Figure 1. Clock nets.
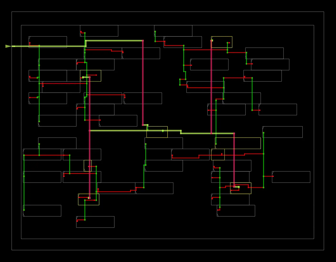
Figure 2. Nets reached from selected ports.
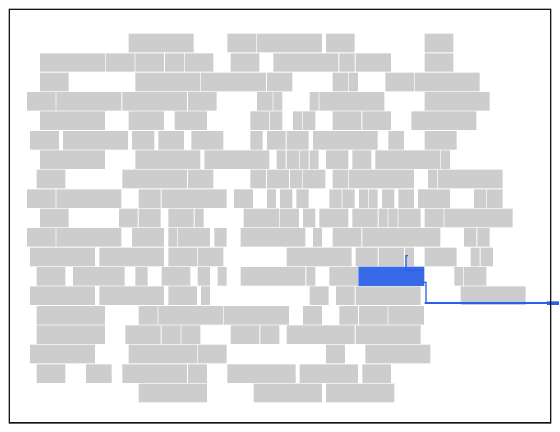
Figure 3. Clock distribution.
Scale bar: 20 um.
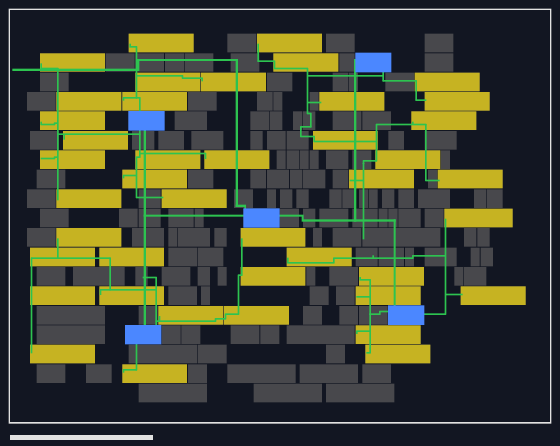
==> src/rtl/dbg_bus_ctrl_pkg.sv <==
// Shared types, constants and address-legality helpers for the debug bus.
// Used by dbg_addr_decode and dbg_bus_ctrl.
package dbg_bus_ctrl_pkg;

    localparam int Dbg_timeout_w = 16;

    typedef logic [13:0] addr_t;
    typedef logic [11:0] seg_addr_t;

    typedef enum logic [1:0] {
        SEG_CTL = 2'd0,
        SEG_ROM = 2'd1,
        SEG_RAM = 2'd2,
        SEG_IO  = 2'd3
    } seg_t;

    typedef enum logic [1:0] {
        ST_IDLE = 2'd0,
        ST_WAIT = 2'd1,
        ST_RESP = 2'd2
    } dbg_state_t;

    localparam seg_addr_t Ctl_Id     = 12'h000;
    localparam seg_addr_t Ctl_Cfg_Lo = 12'h004;
    localparam seg_addr_t Ctl_Cfg_Hi = 12'h006;
    localparam seg_addr_t Ctl_Reg_Lo = 12'h008;
    localparam seg_addr_t Ctl_Reg_Hi = 12'h00F;
    localparam seg_addr_t Ctl_Stat   = 12'h010;

    localparam seg_addr_t Io_Mask = 12'hFF8;
    localparam seg_addr_t Io_Blk0 = 12'h000;
    localparam seg_addr_t Io_Blk1 = 12'h010;
    localparam seg_addr_t Io_Blk2 = 12'h020;

    function automatic logic ctl_addr_legal(seg_addr_t a);
        return (a == Ctl_Id)
            || (a >= Ctl_Cfg_Lo && a <= Ctl_Cfg_Hi)
            || (a >= Ctl_Reg_Lo && a <= Ctl_Reg_Hi)
            || (a == Ctl_Stat);
    endfunction

    function automatic logic io_addr_legal(seg_addr_t a);
        seg_addr_t m;
        m = a & Io_Mask;
        return (m == Io_Blk0) || (m == Io_Blk1) || (m == Io_Blk2);
    endfunction

endpackage

==> src/rtl/dbg_bus_ctrl_addr_decode.sv <==
// Combinational debug address decoder: one-hot segment select + legal flag.
// Ports: i_addr {seg,addr}; o_sel one-hot by seg code; o_legal.
module dbg_addr_decode
    import dbg_bus_ctrl_pkg::*;
(
    input  addr_t      i_addr,
    output logic [3:0] o_sel,
    output logic       o_legal
);

    seg_t      w_seg;
    seg_addr_t w_off;

    assign w_seg = seg_t'(i_addr[13:12]);
    assign w_off = i_addr[11:0];

    always_comb begin
        o_sel   = '0;
        o_legal = 1'b0;
        o_sel[i_addr[13:12]] = 1'b1;
        unique case (w_seg)
            SEG_CTL: o_legal = ctl_addr_legal(w_off);
            SEG_ROM: o_legal = 1'b1;
            SEG_RAM: o_legal = 1'b1;
            SEG_IO:  o_legal = io_addr_legal(w_off);
            default: o_legal = 1'b0;
        endcase
    end

endmodule

==> src/rtl/dbg_bus_ctrl.sv <==
// Single-outstanding debug access sequencer: host req/rsp <-> CTL/ROM/RAM/IO.
// Ports: req_* host request, rsp_* response, seg_* segment req/ack bus, busy.
// Optional watchdog abort on unacked segments: define DBG_TIMEOUT_EN.
module dbg_bus_ctrl
    import dbg_bus_ctrl_pkg::*;
#(
    parameter int DATA_W      = 8,
    parameter int TIMEOUT_CYC = 255
) (
    input  logic                clk,
    input  logic                rst_n,
    input  logic                req_valid,
    output logic                req_ready,
    input  logic [13:0]         req_addr,
    input  logic                req_we,
    input  logic [DATA_W-1:0]   req_wdata,
    output logic                rsp_valid,
    input  logic                rsp_ready,
    output logic [DATA_W-1:0]   rsp_rdata,
    output logic                rsp_err,
    output logic [3:0]          seg_req,
    output logic [11:0]         seg_addr,
    output logic                seg_we,
    output logic [DATA_W-1:0]   seg_wdata,
    input  logic [3:0]          seg_ack,
    input  logic [4*DATA_W-1:0] seg_rdata,
    output logic                busy
);

    if (TIMEOUT_CYC < 1 || TIMEOUT_CYC > 65535) begin : g_bad_timeout
        $error("TIMEOUT_CYC must be within 1..65535");
    end

    dbg_state_t        r_state;
    logic [1:0]        r_seg;
    logic              r_legal;
    logic              r_req_ready;
    logic              r_busy;
    logic              r_rsp_valid;
    logic              r_rsp_err;
    logic [DATA_W-1:0] r_rsp_rdata;
    logic [3:0]        r_seg_req;
    logic [11:0]       r_seg_addr;
    logic              r_seg_we;
    logic [DATA_W-1:0] r_seg_wdata;

    logic [3:0]        w_sel;
    logic              w_legal;
    logic              w_ack;
    logic [DATA_W-1:0] w_slice;

`ifdef DBG_TIMEOUT_EN
    localparam logic [Dbg_timeout_w-1:0] Timeout_last =
        Dbg_timeout_w'(TIMEOUT_CYC - 1);
    logic [Dbg_timeout_w-1:0] r_cnt;
`endif

    dbg_addr_decode u_dec (
        .i_addr  (req_addr),
        .o_sel   (w_sel),
        .o_legal (w_legal)
    );

    // Only the selected segment's ack counts; stray acks are ignored.
    assign w_ack   = seg_ack[r_seg] & r_legal;
    assign w_slice = seg_rdata[32'(r_seg)*DATA_W +: DATA_W];

    always_ff @(posedge clk or negedge rst_n) begin
        if (!rst_n) begin
            r_state     <= ST_IDLE;
            r_seg       <= '0;
            r_legal     <= 1'b0;
            r_req_ready <= 1'b1;
            r_busy      <= 1'b0;
            r_rsp_valid <= 1'b0;
            r_rsp_err   <= 1'b0;
            r_rsp_rdata <= '0;
            r_seg_req   <= '0;
            r_seg_addr  <= '0;
            r_seg_we    <= 1'b0;
            r_seg_wdata <= '0;
`ifdef DBG_TIMEOUT_EN
            r_cnt       <= '0;
`endif
        end else begin
            unique case (r_state)
                ST_IDLE: begin
                    if (req_valid) begin
                        r_seg_addr  <= req_addr[11:0];
                        r_seg_we    <= req_we;
                        r_seg_wdata <= req_wdata;
                        r_seg       <= req_addr[13:12];
                        r_legal     <= w_legal;
                        r_req_ready <= 1'b0;
                        r_busy      <= 1'b1;
                        if (w_legal) begin
                            r_seg_req <= w_sel;
                            r_state   <= ST_WAIT;
`ifdef DBG_TIMEOUT_EN
                            r_cnt     <= '0;
`endif
                        end else begin
                            // Illegal: answer locally, segment untouched.
                            r_rsp_valid <= 1'b1;
                            r_rsp_err   <= 1'b1;
                            r_rsp_rdata <= '0;
                            r_state     <= ST_RESP;
                        end
                    end
                end
                ST_WAIT: begin
                    if (w_ack) begin
                        r_seg_req   <= '0;
                        r_rsp_valid <= 1'b1;
                        r_rsp_err   <= 1'b0;
                        r_rsp_rdata <= r_seg_we ? '0 : w_slice;
                        r_state     <= ST_RESP;
                    end
`ifdef DBG_TIMEOUT_EN
                    else if (r_cnt == Timeout_last) begin
                        r_seg_req   <= '0;
                        r_rsp_valid <= 1'b1;
                        r_rsp_err   <= 1'b1;
                        r_rsp_rdata <= '0;
                        r_state     <= ST_RESP;
                    end else begin
                        r_cnt <= r_cnt + 1'b1;
                    end
`endif
                end
                ST_RESP: begin
                    if (rsp_ready) begin
                        r_rsp_valid <= 1'b0;
                        r_rsp_err   <= 1'b0;
                        r_rsp_rdata <= '0;
                        r_req_ready <= 1'b1;
                        r_busy      <= 1'b0;
                        r_state     <= ST_IDLE;
                    end
                end
                default: begin
                    r_state <= ST_IDLE;
                end
            endcase
        end
    end

    assign req_ready = r_req_ready;
    assign rsp_valid = r_rsp_valid;
    assign rsp_err   = r_rsp_err;
    assign rsp_rdata = r_rsp_rdata;
    assign seg_req   = r_seg_req;
    assign seg_addr  = r_seg_addr;
    assign seg_we    = r_seg_we;
    assign seg_wdata = r_seg_wdata;
    assign busy      = r_busy;

endmodule

==> config.mk <==
export PLATFORM = sky130hd
export DESIGN_NAME = dbg_bus_ctrl
export DESIGN_NICKNAME = d
export VERILOG_FILES = /design/src/rtl/dbg_bus_ctrl_pkg.sv /design/src/rtl/dbg_bus_ctrl_addr_decode.sv /design/src/rtl/dbg_bus_ctrl.sv
export SDC_FILE = /design/constraint.sdc
export NUM_CORES = 1
export LEC_CHECK = 0
export CAP_MARGIN = 15
export CORE_ASPECT_RATIO = 0.75
export CORE_MARGIN = 2
export CORE_UTILIZATION = 58
export DETAILED_ROUTE_END_ITERATION = 16
export DONT_BUFFER_PORTS = 1
export PLACE_DENSITY_LB_ADDON = 0.2
export SETUP_SLACK_MARGIN = 0.3
export SYNTH_ARGS = -nofsm -noshare
export SYNTH_HDL_FRONTEND = slang
export SYNTH_SLANG_ARGS = --single-unit
==> constraint.sdc <==
create_clock -name clk -period 2.5 [get_ports clk]
set_input_delay 0.625 -clock clk [delete_from_list [all_inputs] [get_ports clk]]
set_output_delay 0.625 -clock clk [all_outputs]
set_load 0.02 [all_outputs]
==> results.yml <==
# flow metrics
worst_setup_path:
  crit_type: "reg2reg"
  timing.critical_path.mode_cell: "sky130_fd_sc_hd__inv_1"
  critical-path-slowest-cell: "sky130_fd_sc_hd__dfrtp_1"
  setup.worst_path.end: "rsp_rdata[1]"
  ff2ff_setup_slack_ps: 440
  reg2reg_to: "rsp_rdata[1]"
  critical_path_arrival_ps: 2250
  critical_path.startpoint_type: "flip-flop"
  path_max_fanout: 10
  critical_path.top_delay_family: "simple AND/OR/NAND/NOR gates"
synth:
  chip_area_line_of_the_yosys_report_sq_um: 2227
  mappedNetlistNets: 242
  area_fraction_in_compound_gates_after_synthesis_pct: 8.596
  top_cells_by_area: "sky130_fd_sc_hd__dfrtp_1 (46%), sky130_fd_sc_hd__mux2_2 (14%), sky130_fd_sc_hd__mux4_1 (9.4%)"
  synth-edff-count: 0
  xor_area_share_pct: 0
  postSynthSeqShare_pct: 47.25
  mappedNetlistArea_sq_um: 2227
  synth.top_cells.by_count: "sky130_fd_sc_hd__dfrtp_1 (41), sky130_fd_sc_hd__mux2_2 (28), sky130_fd_sc_hd__nand2_1 (11)"
  synthArstFlopShare_pct: 100.0
  syn_avg_cell_area_sq_um: 12.95
  ys_cells: 172
  ys.flops: 42
  ys_sh_simple_pct: 10.11
  synth_top_cell_by_count: "sky130_fd_sc_hd__dfrtp_1"
  yosys.cell_types.count: 36
  synth.largest_area_cell: "sky130_fd_sc_hd__dfrtp_1"
cells_and_area:
  logic_gates: 115
  finalNonFillerCells: 233
  comb_area_share_pct: 45.07
  postLayoutCellArea_sq_um: 2435
  clk_buf: 5
  flops: 42
  post-route-util_pct: 66.51
  antenna_cells_inserted: 0
  area.share.sequential_pct: 43.22
  largest_register_ff_count: 12
  regArea_sq_um: 1052
  final_common_cell: "sky130_fd_sc_hd__dfrtp_1"
  multiInputGateArea_sq_um: 1097
place:
  placed_cell_area_sq_um: 2277
  place_ws_ps: 216.0
  numPlacedInstances: 222
cts:
  cts.clk_slew.worst_paths_ps: 80
  numCtsBuffers: 5
  cts_tree: "done"
  library_cell_used_as_clock_root_buffer: "sky130_fd_sc_hd__clkbuf_8"
  post_cts.resized_instances: 1
  cts_max_level: 2
  postCtsSetupRepairBufs: 0
power:
  worst_ir_drop_vdd_uv: 928.2
  power.largest_group: "sequential cells"
  fin_total_pwr_mw: 3.096
  power_leakage_nw: 1.118
  internal_power_mw: 1.841
  psw_mw: 1.256
  switching_share_pct: 40.56
  power_density_nw_per_um2: 1272
detailed_routing:
  drcViolationCount: 0
  top_layer: "met4"
  vias: 1460
  detailroute.wirelength.met2_um: 2234
  detail_route.wirelength.met1_um: 1895
  route.antenna.remaining_nets: 0
  detailedRoute.firstPassIterationCount: 4
  drtIter0Drc: 96
  vias_per_cell: 6.266
die:
  core_area_sq_um: 3661
  die_w_um: 75.56
  die.size.y_um: 57.67
  chip_area_sq_um: 4357
  row_count: 19
grt:
  grt_antenna_before_repair: 0
  largest_net_degree_at_the_start_of_global_routing: 33
  grtUsageMet2_pct: 34.91
  total_global_routing_track_utilization_pct: 22.57
  wire_length_of_the_first_global_routing_pass_um: 7024
sta:
  report.final.hold_viol_count: 0
  report.final.slew_viol_count: 0
  fmaxAchievable_ghz: 0.4856
  fin_worst_hold_slack_ps: 136.2
  timing_worst_slew_pin_value_ps: 590.6
  finalWorstPathRequiredPeriod_ps: 2059
  fin_crit_sh_pct: 82.38
min_path:
  hold_path_class: "in2async"
flow_run:
  tool_warnings: 31
status:
  run_status: "finished clean"
-- Figure 1 (at the start) --
power in the clock group: 550 uW
Max Clock Skew: 6.514 ps
clock sink count: 42

-- Figure 2 (at the start) --
`rsp_valid`: in blue, direction output, edge right, end cells 1, buffers 0, wire 24.7 um.
buffers added on ports: 0
boundary pin count: 100

-- Figure 3 (at the start) --
flip-flops: in yellow, count 42. clock drivers: in blue, count 5. clock wires: in green, length 502 um.
There are 6 routed clock nets.
insertion delay to the later sink of the worst-skew pair: 310 ps
Clk pwr share: 17.8%

No activity file was given, so power comes from the tool's default toggle rates.
